### config.mk
export PLATFORM = sky130hd
export DESIGN_NAME = bist_signature_analyzer
export DESIGN_NICKNAME = d
export VERILOG_FILES = /design/src/rtl/bist_signature_analyzer.sv
export SDC_FILE = /design/constraint.sdc
export NUM_CORES = 1
export LEC_CHECK = 0
export CELL_PAD_IN_SITES_DETAIL_PLACEMENT = 1
export CELL_PAD_IN_SITES_GLOBAL_PLACEMENT = 1
export CORE_AREA = 2 2 59 61
export CTS_CLUSTER_DIAMETER = 50
export CTS_CLUSTER_SIZE = 24
export DETAILED_ROUTE_END_ITERATION = 8
export DIE_AREA = 0 0 61 63
export PLACE_DENSITY_LB_ADDON = 0.08
export REMOVE_ABC_BUFFERS = 1
export SLEW_MARGIN = 25
export SYNTH_ARGS = -nofsm -noshare
export SYNTH_HDL_FRONTEND = slang
export SYNTH_SLANG_ARGS = --single-unit
### constraint.sdc
create_clock -name clk -period 2.05 [get_ports clk]
set_clock_uncertainty 0.15 [all_clocks]
set_input_delay 0.3075 -clock clk [delete_from_list [all_inputs] [get_ports clk]]
set_output_delay 0.3075 -clock clk [all_outputs]
set_load 0.01 [all_outputs]
### src/rtl/bist_signature_analyzer.sv
// MISR response compactor with golden-signature verdict for the BIST controller.
// Define BIST_CYCLE_COUNT_CHECK_EN to also require exactly NCLOCK+1 compaction cycles for pass.
module bist_signature_analyzer #(
   parameter int unsigned W      = 16,
   parameter logic [W-1:0] POLY   = 16'h002D,
   parameter logic [W-1:0] SEED   = 16'h0000,
   parameter logic [W-1:0] GOLDEN = 16'h0000,
   parameter int unsigned NCLOCK = 650
) (
   input  logic         clk,
   input  logic         reset,
   input  logic         init,
   input  logic         running,
   input  logic         finish,
   input  logic [W-1:0] data_in,
   output logic [W-1:0] signature,
   output logic         done,
   output logic         pass,
   output logic         busy
);

   localparam int unsigned CW = $clog2(NCLOCK + 2) + 1;

   typedef enum logic [2:0] {
      S_IDLE,
      S_ARMED,
      S_COMPACT,
      S_COMPARE,
      S_DONE
   } state_t;

   state_t        r_state;
   logic [W-1:0]  r_sig;
   logic [CW-1:0] r_count;
   logic          r_done;
   logic          r_pass;

   logic [W-1:0]  w_sig_next;
   logic          w_sig_ok;
   logic          w_cnt_ok;

   // One MISR step: shift left, fold the MSB back through the taps, absorb the response.
   assign w_sig_next = {r_sig[W-2:0], 1'b0} ^ (r_sig[W-1] ? POLY : '0) ^ data_in;
   assign w_sig_ok   = (r_sig == GOLDEN);

`ifdef BIST_CYCLE_COUNT_CHECK_EN
   assign w_cnt_ok = (r_count == CW'(NCLOCK + 1));
`else
   assign w_cnt_ok = 1'b1;
`endif

   always_ff @(posedge clk) begin
      if (reset) begin
         r_state <= S_IDLE;
         r_sig   <= SEED;
         r_count <= '0;
         r_done  <= 1'b0;
         r_pass  <= 1'b0;
      end else if (init) begin
         r_state <= S_ARMED;
         r_sig   <= SEED;
         r_count <= '0;
         r_done  <= 1'b0;
         r_pass  <= 1'b0;
      end else begin
         case (r_state)
            S_ARMED, S_COMPACT: begin
               if (running) begin
                  r_sig   <= w_sig_next;
                  r_state <= S_COMPACT;
                  if (r_count != '1) begin
                     r_count <= r_count + CW'(1);
                  end
               end
               // finish overrides the COMPACT transition; same-cycle data is still absorbed
               if (finish) begin
                  r_state <= S_COMPARE;
               end
            end
            S_COMPARE: begin
               r_pass  <= w_sig_ok && w_cnt_ok;
               r_done  <= 1'b1;
               r_state <= S_DONE;
            end
            S_DONE: begin
               r_state <= S_DONE;
            end
            default: begin
               r_state <= S_IDLE;
            end
         endcase
      end
   end

   assign signature = r_sig;
   assign done      = r_done;
   assign pass      = r_pass;
   assign busy      = (r_state == S_ARMED) || (r_state == S_COMPACT);

endmodule
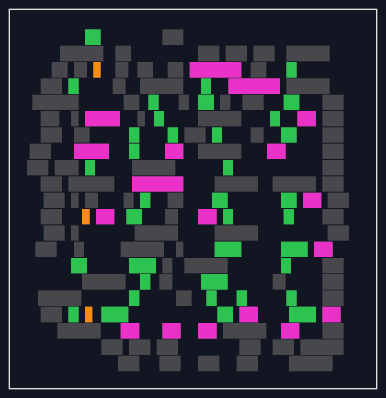
(images/gate_families.png)
Scale: 6 px per um.
legend:
  inverting AOI/OAI gates:
    color: green
    cells: 37
    most_used: a21oi_1
  inverters:
    color: orange
    cells: 3
    most_used: inv_1
  XOR/XNOR gates:
    color: magenta
    cells: 18
    most_used: xnor2_1
logic share of the area: 38.51%
Layout Cells excl Fill: 192
top logic cell by instance count in the layout: clkdlybuf4s50_1

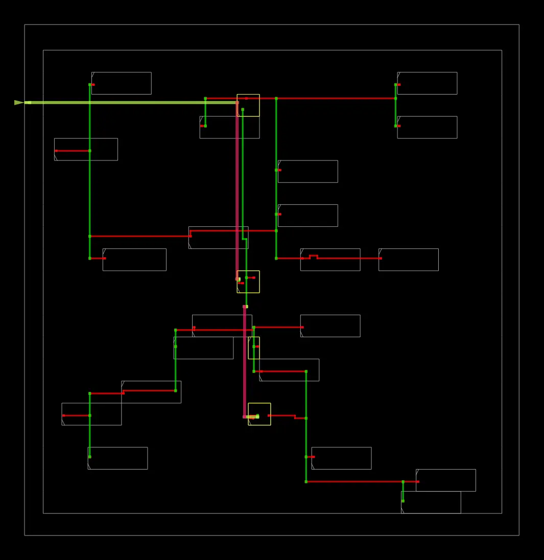
(images/final_clocks.png)
Clock Buffer Count: 4
Late-Pin Clk Latency: 0.31 ns

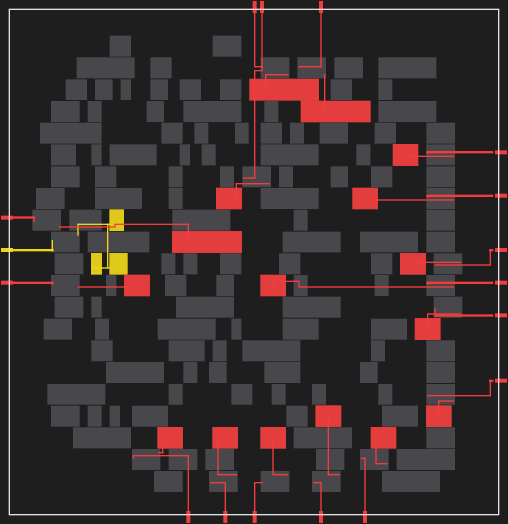
(images/port_nets.png)
Scale: 8 px per um.
legend:
  reset:
    color: yellow
    bits: 1
    direction: input
    edge: west
    end_cells: 3
    buffers: 1
    wire: 19.6 um
  data_in:
    color: red
    bits: 16
    direction: input
    edge: 6 east, 5 south, 3 north, 2 west
    end_cells: 16
    buffers: 16
    wire: 264 um

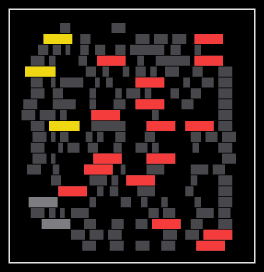
(images/registers.png)
Scale: 4 px per um.
legend:
  r_state:
    color: yellow
    sequential_cells: 3
  signature:
    color: red
    sequential_cells: 16
not colored: 2

through the flow:
step	util, %	power [mW]	std cells	hold WS, ns
2_1_floorplan	-	0.5469	99	0.2266
3_3_place_gp	46.07	0.6463	188	0.2871
3_5_place_dp	46.07	0.6491	188	0.2921
4_1_cts	47.15	0.8597	192	0.3137
5_1_grt	47.15	0.8989	192	0.3559
6_report	47.15	0.8461	192	0.3118
worst reg2reg max path: cells and delay by family, from the launching register on:
family          cells  cell delay [ns]
buf+inv             1             0.25
flops               1             0.43
xor+xnor            1             0.18
compound gates      2             0.32
cells in the mapped netlist (3+ instances only):
cell type / instances
nor2_1: 3
o21ai_0: 3
inv_1: 3
dfxtp_1: 21
xnor2_1: 14
nand3_1: 5
a21oi_1: 19
nor4_1: 4
a211oi_2: 6
a211oi_1: 7
xor3_1: 3
layer usage:
layer / vias to the layer above / global-route usage, %
met5: - / 0
met4: 0 / 6.522
met2: 27 / 24.19
li1: 464 / -
met3: 4 / 2.484
met1: 437 / 20.05
power breakdown:
group          internal [mW]  switching, mW  total [mW]
sequential             0.422         0.0174       0.439
combinational          0.111         0.0899       0.201
clock                 0.0761          0.130       0.206
registers in the layout, indices dropped and copies added, names as in the netlist:
register,flops
pass,1
r_state,3
done,1
signature,16
path summary, 6_finish.rpt:
kind | to | slack, ns | depth (start not counted)
min reg2reg | done$_SDFFE_PP0N_ | 0.31 | 2
max | busy | 0.26 | 3
max reg2reg | signature[0]$_SDFFE_PP0P_ | 0.64 | 4
min | done$_SDFFE_PP0N_ | 0.31 | 2
cells by family (layout without fill, tap and decap cells):
group / count (synthesis) / count (layout) / share of synthesized area, %
AOI/OAI and AO/OA: 38 / 38 / 24.88
DFF: 21 / 21 / 39.62
and+or+nand+nor: 19 / 19 / 9.906
xor gates and xnor gates: 18 / 18 / 19.81
buffers and inverters: 10 / 50 / 5.777
final cells by class:
| type | count | area share (%) |
|---|---|---|
| Tap cell | 46 | 3.777 |
| Sequential cell | 21 | 27.75 |
| Multi-Input combinational cell | 75 | 38.51 |
| Inverter | 3 | 0.7389 |
| Timing Repair Buffer | 43 | 27.50 |
| Clock buffer | 4 | 1.724 |
timing repair:
item                                   4_1_cts  5_1_grt
endpoints found under the hold margin        0        0
setup buffers                                0        0
gates resized                                4        0
setup endpoints to repair                    1        0
layout by cell type (no fill, tap or decap), drive strengths merged:
cell type       n
o311a           1
a211oi         13
clkbuf          4
xnor2          14
xor3            3
or2             1
dlygate4sd2     1
o21ai           3
or3             1
nand3           5
nand2b          1
dfxtp          21
nor2            3
o211ai          1
xor2            1
nor2b           2
nor4            4
nand3b          1
buf             4
inv             3
o31ai           1
a21oi          19
nand2           1
clkdlybuf4s50  38
==> flow_metrics.py <==
# Auto-generated metrics
metrics = {
    "outcome": {
        "outcome": "finished clean",
    },
    "synthesis": {
        "synth.distinct_cells": 25,
        "top_cells_by_area": "dfxtp_1, xnor2_1, a21oi_1",
        "yosys_warnings": 0,
        "ys.flops": 21,
        "async_flop_share_pct": 0,
        "top_area_share_pct": 39.62,
    },
    "detailed_routing": {
        "wl_met2_um": 1312,
        "first_pass_iters": 3,
        "routedLengthMet1_um": 1329,
        "wirelength_um": 2794,
        "ant_nets": 0,
        "drtIter0Drc": 24,
        "routed_via_density": 4.854,
        "met3_length_um": 117,
    },
    "placement": {
        "numPortBuffers": 39,
        "placed_area_um2": 1489,
        "place_ws_ns": 0.2585,
        "hpwl_um": 2010,
    },
    "setup_path": {
        "cp_top_family": "flip-flops",
        "worstPathRequired_ns": 1.59,
        "slowest_stage": "dfxtp_2",
        "cp-start-kind": "flop",
    },
    "cells_and_area": {
        "areaGrowthSynthToFinish_pct": 43.63,
        "multiInputGateArea_um2": 586.8,
        "final_nets": 168,
        "insertedDiodeCount": 0,
    },
    "global_route": {
        "grt_pass1_vias": 923,
        "grt_pass1_wl_um": 4333,
    },
    "floorplan": {
        "rows": 21,
        "fp_util_pct": 32.83,
        "die_h_um": 63,
        "io_pins": 40,
    },
    "sta": {
        "final-max-slew-violation-count": 0,
        "finalCritPeriodShare_pct": 87.10,
        "setup_violations": 0,
        "rsz0062_at_grt": "no",
    },
    "worst_hold_path": {
        "holdCritStartpoint": "done$_SDFFE_PP0N_",
    },
    "flow_run": {
        "cap_violations": 0,
    },
    "clocking": {
        "tritoncts": "yes",
        "path_clk_slew_ns": 0.13,
    },
}
Power figures rest on the tool's default switching activity, not on a simulated workload.
